==> src/rtl/mips_intr_ctrl_if.sv <==
// Interrupt-sequencer bundle between the pipeline/control side (master) and
// the interrupt controller (slave).
//
// Signal semantics: there is no valid/ready pair on this bundle. Interrupt is
// an asynchronous level whose rising edge is the request. Eret is a one-cycle
// pulse that is honoured only while In_Handler=1. Every controller output is a
// registered level that is valid for the whole cycle. Int_Ack is a one-cycle
// pulse that marks the cycle in which the request is taken.
interface mips_intr_ctrl_if #(
  parameter int PC_W = 8
);
  logic            Interrupt;
  logic            Int_En;
  logic            Branch_Pending;
  logic            Eret;
  logic [PC_W-1:0] PC_IF;
  logic            Stall;
  logic            Flush;
  logic            PC_Sel;
  logic [PC_W-1:0] PC_Vector;
  logic [PC_W-1:0] EPC;
  logic            In_Handler;
  logic            Int_Ack;
  logic            Pending;

  modport master (
    output Interrupt, Int_En, Branch_Pending, Eret, PC_IF,
    input  Stall, Flush, PC_Sel, PC_Vector, EPC, In_Handler, Int_Ack, Pending
  );

  modport slave (
    input  Interrupt, Int_En, Branch_Pending, Eret, PC_IF,
    output Stall, Flush, PC_Sel, PC_Vector, EPC, In_Handler, Int_Ack, Pending
  );
endinterface

==> src/rtl/mips_intr_ctrl.sv <==
// Interrupt sequencer for the 8-bit pipelined MIPS core.
// The block synchronizes the Interrupt pin and edge-detects it into a Pending
// request. It defers entry while a branch is in EX. It then stalls and flushes
// the pipeline, saves EPC and redirects fetch to VECTOR. On Eret it redirects
// fetch back to EPC.
module mips_intr_ctrl #(
  parameter int              PC_W        = 8,
  parameter logic [PC_W-1:0] VECTOR      = 8'hF0,
  parameter int              SYNC_STAGES = 2
) (
  input  logic              Input_Clk,
  input  logic              Reset_n,
  mips_intr_ctrl_if.slave   bus,
  output logic [2:0]        dbg_state
);

  typedef enum logic [2:0] {
    S_IDLE    = 3'd0,
    S_WAIT    = 3'd1,
    S_FLUSH   = 3'd2,
    S_VECTOR  = 3'd3,
    S_HANDLER = 3'd4,
    S_RETURN  = 3'd5
  } state_t;

  // The edge detector is armed only after prev_q holds a post-reset sample.
  // A level that is held high through reset is therefore not seen as a rise.
  localparam int FILL_MAX = SYNC_STAGES + 1;
  localparam int FILL_W   = $clog2(FILL_MAX + 1);

  logic [SYNC_STAGES-1:0] sync_q;
  logic                   prev_q;
  logic [FILL_W-1:0]      fill_q;
  logic                   rise;

  state_t          state;
  state_t          state_nxt;
  logic            pending_q;
  logic [PC_W-1:0] epc_q;
  logic [PC_W-1:0] pc_vector_q;
  logic            stall_q;
  logic            flush_q;
  logic            pc_sel_q;
  logic            in_handler_q;
  logic            int_ack_q;

  // Synchronizer chain, previous-value flop and arming counter
  always_ff @(posedge Input_Clk) begin
    if (!Reset_n) begin
      sync_q <= '0;
      prev_q <= 1'b0;
      fill_q <= '0;
    end else begin
      sync_q <= {sync_q[SYNC_STAGES-2:0], bus.Interrupt};
      prev_q <= sync_q[SYNC_STAGES-1];
      if (fill_q != FILL_W'(FILL_MAX)) fill_q <= fill_q + FILL_W'(1);
    end
  end

  assign rise = sync_q[SYNC_STAGES-1] & ~prev_q & (fill_q == FILL_W'(FILL_MAX));

  // Next-state rule. Eret matters only in HANDLER.
  function automatic state_t next_state(input state_t s, input logic pend,
                                        input logic en, input logic bp,
                                        input logic eret);
    state_t n;
    n = s;
    case (s)
      S_IDLE:    if (pend && en) n = bp ? S_WAIT : S_FLUSH;
      S_WAIT:    if (!en) n = S_IDLE; else if (!bp) n = S_FLUSH;
      S_FLUSH:   n = S_VECTOR;
      S_VECTOR:  n = S_HANDLER;
      S_HANDLER: if (eret) n = S_RETURN;
      S_RETURN:  n = S_IDLE;
      default:   n = S_IDLE;
    endcase
    return n;
  endfunction

  assign state_nxt = next_state(state, pending_q, bus.Int_En,
                                bus.Branch_Pending, bus.Eret);

  // FSM with outputs registered from the state being entered. As a result,
  // every output is a pure decode of the current state.
  always_ff @(posedge Input_Clk) begin
    if (!Reset_n) begin
      state        <= S_IDLE;
      pending_q    <= 1'b0;
      epc_q        <= '0;
      pc_vector_q  <= VECTOR;
      stall_q      <= 1'b0;
      flush_q      <= 1'b0;
      pc_sel_q     <= 1'b0;
      in_handler_q <= 1'b0;
      int_ack_q    <= 1'b0;
    end else begin
      state <= state_nxt;
      // FLUSH consumes the request. A rise seen on that same edge is a new
      // request, so the rise wins.
      pending_q <= rise | (pending_q & (state != S_FLUSH));
      if (state == S_FLUSH) epc_q <= bus.PC_IF;
      // RETURN is entered only from HANDLER, so epc_q is already final here.
      pc_vector_q  <= (state_nxt == S_RETURN) ? epc_q : VECTOR;
      stall_q      <= (state_nxt == S_WAIT) || (state_nxt == S_FLUSH);
      flush_q      <= (state_nxt == S_FLUSH) || (state_nxt == S_RETURN);
      pc_sel_q     <= (state_nxt == S_VECTOR) || (state_nxt == S_RETURN);
      in_handler_q <= (state_nxt == S_HANDLER);
      int_ack_q    <= (state_nxt == S_FLUSH);
    end
  end

  assign bus.Stall      = stall_q;
  assign bus.Flush      = flush_q;
  assign bus.PC_Sel     = pc_sel_q;
  assign bus.PC_Vector  = pc_vector_q;
  assign bus.EPC        = epc_q;
  assign bus.In_Handler = in_handler_q;
  assign bus.Int_Ack    = int_ack_q;
  assign bus.Pending    = pending_q;
  assign dbg_state      = state;

endmodule
==> src/flat_wrapper.sv <==
// flat-port wrapper written by rule: the top's interface ports become plain ports
module mips_intr_ctrl_flat 
#(
  parameter int              PC_W        = 8,
  parameter logic [PC_W-1:0] VECTOR      = 8'hF0,
  parameter int              SYNC_STAGES = 2
)
  (Input_Clk, Reset_n, dbg_state, bus_Interrupt, bus_Int_En, bus_Branch_Pending, bus_Eret, bus_PC_IF, bus_Stall, bus_Flush, bus_PC_Sel, bus_PC_Vector, bus_EPC, bus_In_Handler, bus_Int_Ack, bus_Pending);
  mips_intr_ctrl_if #(.PC_W(PC_W)) bus_i ();
  input  logic Input_Clk;
  input  logic Reset_n;
  output logic [2:0] dbg_state;
  input wire logic [$bits(bus_i.Interrupt)-1:0] bus_Interrupt;
  input wire logic [$bits(bus_i.Int_En)-1:0] bus_Int_En;
  input wire logic [$bits(bus_i.Branch_Pending)-1:0] bus_Branch_Pending;
  input wire logic [$bits(bus_i.Eret)-1:0] bus_Eret;
  input wire logic [$bits(bus_i.PC_IF)-1:0] bus_PC_IF;
  output wire logic [$bits(bus_i.Stall)-1:0] bus_Stall;
  output wire logic [$bits(bus_i.Flush)-1:0] bus_Flush;
  output wire logic [$bits(bus_i.PC_Sel)-1:0] bus_PC_Sel;
  output wire logic [$bits(bus_i.PC_Vector)-1:0] bus_PC_Vector;
  output wire logic [$bits(bus_i.EPC)-1:0] bus_EPC;
  output wire logic [$bits(bus_i.In_Handler)-1:0] bus_In_Handler;
  output wire logic [$bits(bus_i.Int_Ack)-1:0] bus_Int_Ack;
  output wire logic [$bits(bus_i.Pending)-1:0] bus_Pending;
  assign bus_i.Interrupt = bus_Interrupt;
  assign bus_i.Int_En = bus_Int_En;
  assign bus_i.Branch_Pending = bus_Branch_Pending;
  assign bus_i.Eret = bus_Eret;
  assign bus_i.PC_IF = bus_PC_IF;
  assign bus_Stall = bus_i.Stall;
  assign bus_Flush = bus_i.Flush;
  assign bus_PC_Sel = bus_i.PC_Sel;
  assign bus_PC_Vector = bus_i.PC_Vector;
  assign bus_EPC = bus_i.EPC;
  assign bus_In_Handler = bus_i.In_Handler;
  assign bus_Int_Ack = bus_i.Int_Ack;
  assign bus_Pending = bus_i.Pending;
  mips_intr_ctrl #(.PC_W(PC_W), .VECTOR(VECTOR), .SYNC_STAGES(SYNC_STAGES)) u_core (.Input_Clk(Input_Clk), .Reset_n(Reset_n), .bus(bus_i), .dbg_state(dbg_state));
endmodule
==> config.mk <==
export PLATFORM = sky130hd
export DESIGN_NAME = mips_intr_ctrl_flat
export DESIGN_NICKNAME = d
export VERILOG_FILES = /design/src/rtl/mips_intr_ctrl_if.sv /design/src/rtl/mips_intr_ctrl.sv /design/src/flat_wrapper.sv
export SDC_FILE = /design/constraint.sdc
export NUM_CORES = 1
export LEC_CHECK = 0
export ABC_AREA = 1
export CAP_MARGIN = 25
export CORE_ASPECT_RATIO = 1.2
export CORE_UTILIZATION = 35
export DETAILED_ROUTE_END_ITERATION = 16
export PLACE_DENSITY = 0.77
export REMOVE_ABC_BUFFERS = 1
export SLEW_MARGIN = 20
export SYNTH_ARGS = -nofsm -noshare
export SYNTH_HDL_FRONTEND = slang
export SYNTH_SLANG_ARGS = --single-unit
==> constraint.sdc <==
create_clock -name Input_Clk -period 3.1 [get_ports Input_Clk]
set_clock_uncertainty 0.05 [all_clocks]
set_input_delay 0.62 -clock Input_Clk [delete_from_list [all_inputs] [get_ports Input_Clk]]
set_output_delay 0.62 -clock Input_Clk [all_outputs]
set_load 0.05 [all_outputs]
Fig. 1: routed clock nets over the placement
The bar under the picture is 20 um long.
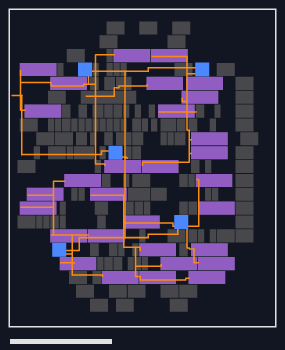
[clock wires] orange | length: 369 um
[flip-flops] purple | count: 30
[cells driving clock nets] blue | count: 5
routed clock nets: 6
Clk network pwr share: 0.386
power dissipated in the clock network: 304 uW
clk_lat worst skew: 0.33 ns

Fig. 2: cell classes on the final placement
The bar under the picture is 20 um long.
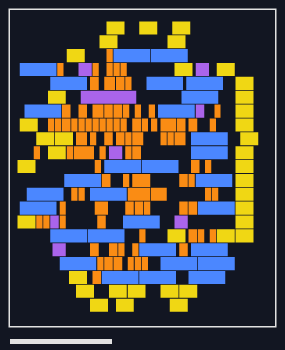
[other buffers and delay cells] yellow | cells: 38 | share of their area: 26%
[clock drivers and dummy loads] purple | cells: 8 | share of their area: 5.2%
[flops] blue | cells: 30 | share of their area: 40%
[all other logic] orange | cells: 93 | share of their area: 29%
number of standard-cell rows in the floorplan: 21
register fraction of the total cell area: 0.3915
Floorplan Core Area: 2811 um^2

==> impl_results.rst <==
Synthesis and place-and-route
=============================

.. list-table::
   :header-rows: 1

   * - Metric
     - Value
   * - Run status
     - finished, final reports clean
   * - Amount of wire on met2 after detailed routing
     - 1.042 mm
   * - Total die area
     - 3223 um^2
   * - Combined buffer and inverter count along the critical path
     - 1
   * - Combinational power
     - 76.7 uW
   * - Fraction of synthesized cell area taken by the top area cell type
     - 0.5721
   * - Met2 routing resource usage after global routing
     - 0.2527
   * - Synth Area in Adders
     - 0.01192
   * - Flip-flop and latch count after synthesis
     - 30
   * - Switching Fraction
     - 0.2378
   * - Worst path arrival time
     - 1.67 ns
   * - Number of cells on the worst hold path
     - 2
   * - Most heavily used metal layer in global routing
     - met2
   * - Share of synthesized cell area in and, or, nand and nor gates
     - 0.2002
   * - Met1 Use GR
     - 0.1821
   * - Final period utilization
     - 0.7544
   * - Tool warnings
     - 25
   * - GRT met3 Usage
     - 0.06569
   * - Comb power frac
     - 0.097
   * - Worst endpoint required time
     - 2.43 ns
   * - Layout cell share with drive strength beyond 1
     - 0.08284
   * - Avg Vias per Cell
     - 4.478
   * - Ranking of synthesized cells by instance count
     - 30 x sky130_fd_sc_hd__dfxtp_1, 22 x sky130_fd_sc_hd__inv_1, 19 x sky130_fd_sc_hd__nand2_1
   * - Sequential cell power
     - 406 uW
   * - Critical path cell sequence
     - clkdlybuf4s50_1
   * - ANT nets after route
     - 0
   * - Die Span Y
     - 62.00 um
   * - RD Place Congestion
     - 0.8804
   * - Distinct lib cells used
     - 19
   * - Area fraction in mux cells
     - 0
   * - Relative contribution of sequential cells to total power
     - 0.516
   * - Dominant register cell in the synthesized netlist
     - sky130_fd_sc_hd__dfxtp_1
   * - Clock tree from TritonCTS
     - built
   * - First-pass iteration count of the detailed router
     - 5
   * - AND-OR/OR-AND share of the synthesized area
     - 0.1132
   * - Post-synth EDFFs
     - 0
   * - Power density over the cells
     - 513.4 nW/um^2
   * - Pin count of the biggest net entering global routing
     - 20
   * - Footprint of the flip-flops and latches
     - 600.6 um^2
   * - Starting density of the core
     - 0.3734
   * - Period minus WS final
     - 2.339 ns
   * - Worst flop-to-flop path endpoint
     - u_core.bus.PC_Vector[7]
   * - Register area share after synthesis
     - 0.5721
   * - Power group with the largest share
     - registers
   * - Clock transition at the registers of the reported paths
     - 0.10 ns
   * - Post-synthesis cell count
     - 125
   * - Clock sink count
     - 30
   * - Worst hold-check path type
     - reg -> reg
   * - Dominant cell type by area after synthesis
     - sky130_fd_sc_hd__dfxtp_1
   * - Synth async-reset ratio
     - 0
   * - Depth of the worst register-to-register path
     - 3
   * - Kind of critical path
     - reg -> out
   * - Count of instances resized after the clock tree is built
     - 0
   * - Startpoint of the worst-slack reg-to-reg timing path
     - u_core.dbg_state[0]
   * - Sum of routed wire segments on met1
     - 953 um
   * - Vias
     - 909
   * - Final standard cell count with taps included and fillers excluded
     - 203
   * - Wire length per cell
     - 10.78 um
   * - Endpoint of the worst hold path
     - u_core.sync_q[1]
   * - Mean cell area of the mapped netlist
     - 8.398 um^2
   * - Area overhead of the layout relative to synthesis
     - 46.13%
   * - Critical Path Fanout Max
     - 7
   * - Total met3 wirelength after detailed routing
     - 147 um
   * - First-pass GRT wire length
     - 3.553 mm
   * - Worst IR drop on VDD
     - 0.3451 mV
   * - Multi-input gate area in the final layout
     - 350.3 um^2
   * - Number of antenna diodes
     - 0
   * - Library cell with the highest instance count after synthesis
     - sky130_fd_sc_hd__dfxtp_1
   * - Clk Tree Root Cell
     - sky130_fd_sc_hd__clkbuf_4
   * - Post-CTS Hold Buffers
     - 0
   * - Parity-gate share of the synthesized area counting xor and xnor cells
     - 0.008343
   * - Minimum hold slack
     - 0.3692 ns
   * - Critical-path top delay cell
     - sky130_fd_sc_hd__clkdlybuf4s50_1
   * - Post-Route Setup TNS
     - 0 ns
   * - Mapped Area
     - 1050 um^2
   * - Core occupancy in the finished layout
     - 0.5456
   * - Internal power consumption
     - 600.2 uW
   * - Global route overflow
     - 0
   * - Slew @ Worst Pin
     - 0.5467 ns
   * - Inst Count DP
     - 195
   * - Final hold violations
     - 0
   * - Horizontal die dimension
     - 52.00 um
   * - Port buffer count
     - 38
   * - Critical Path Max Stage Delay
     - 0.86 ns
   * - Most frequently placed logic cells in the final layout
     - 38 x sky130_fd_sc_hd__clkdlybuf4s50_1, 30 x sky130_fd_sc_hd__dfxtp_1, 22 x sky130_fd_sc_hd__inv_1
   * - Count of fill cells added during filler insertion
     - 277
   * - Total I/O pin count
     - 39
   * - Postcts setup bufs
     - 0
   * - Total CTS buffers
     - 5
-- layout make-up --
class	instances	area share
Sequential cell	30	0.3915
Timing Repair Buffer	38	0.2480
Multi-Input combinational cell	71	0.2284
Inverter	22	0.05383
Tap cell	34	0.02773
Clock inverter	3	0.02610
Clock buffer	5	0.02447
-- worst max path at each step --
stage | end | slack, ns | depth (start not counted)
6_report | dbg_state[0] | 0.76 | 1
5_1_grt | dbg_state[0] | 0.70 | 1
4_1_cts | dbg_state[0] | 0.76 | 1
3_5_place_dp | u_core.bus.PC_Vector[7] | 0.99 | 3
3_3_place_gp | u_core.bus.PC_Vector[7] | 1.03 | 3
2_1_floorplan | u_core.dbg_state[0] | 1.70 | 5
No activity file was given, so power comes from the tool's default toggle rates.
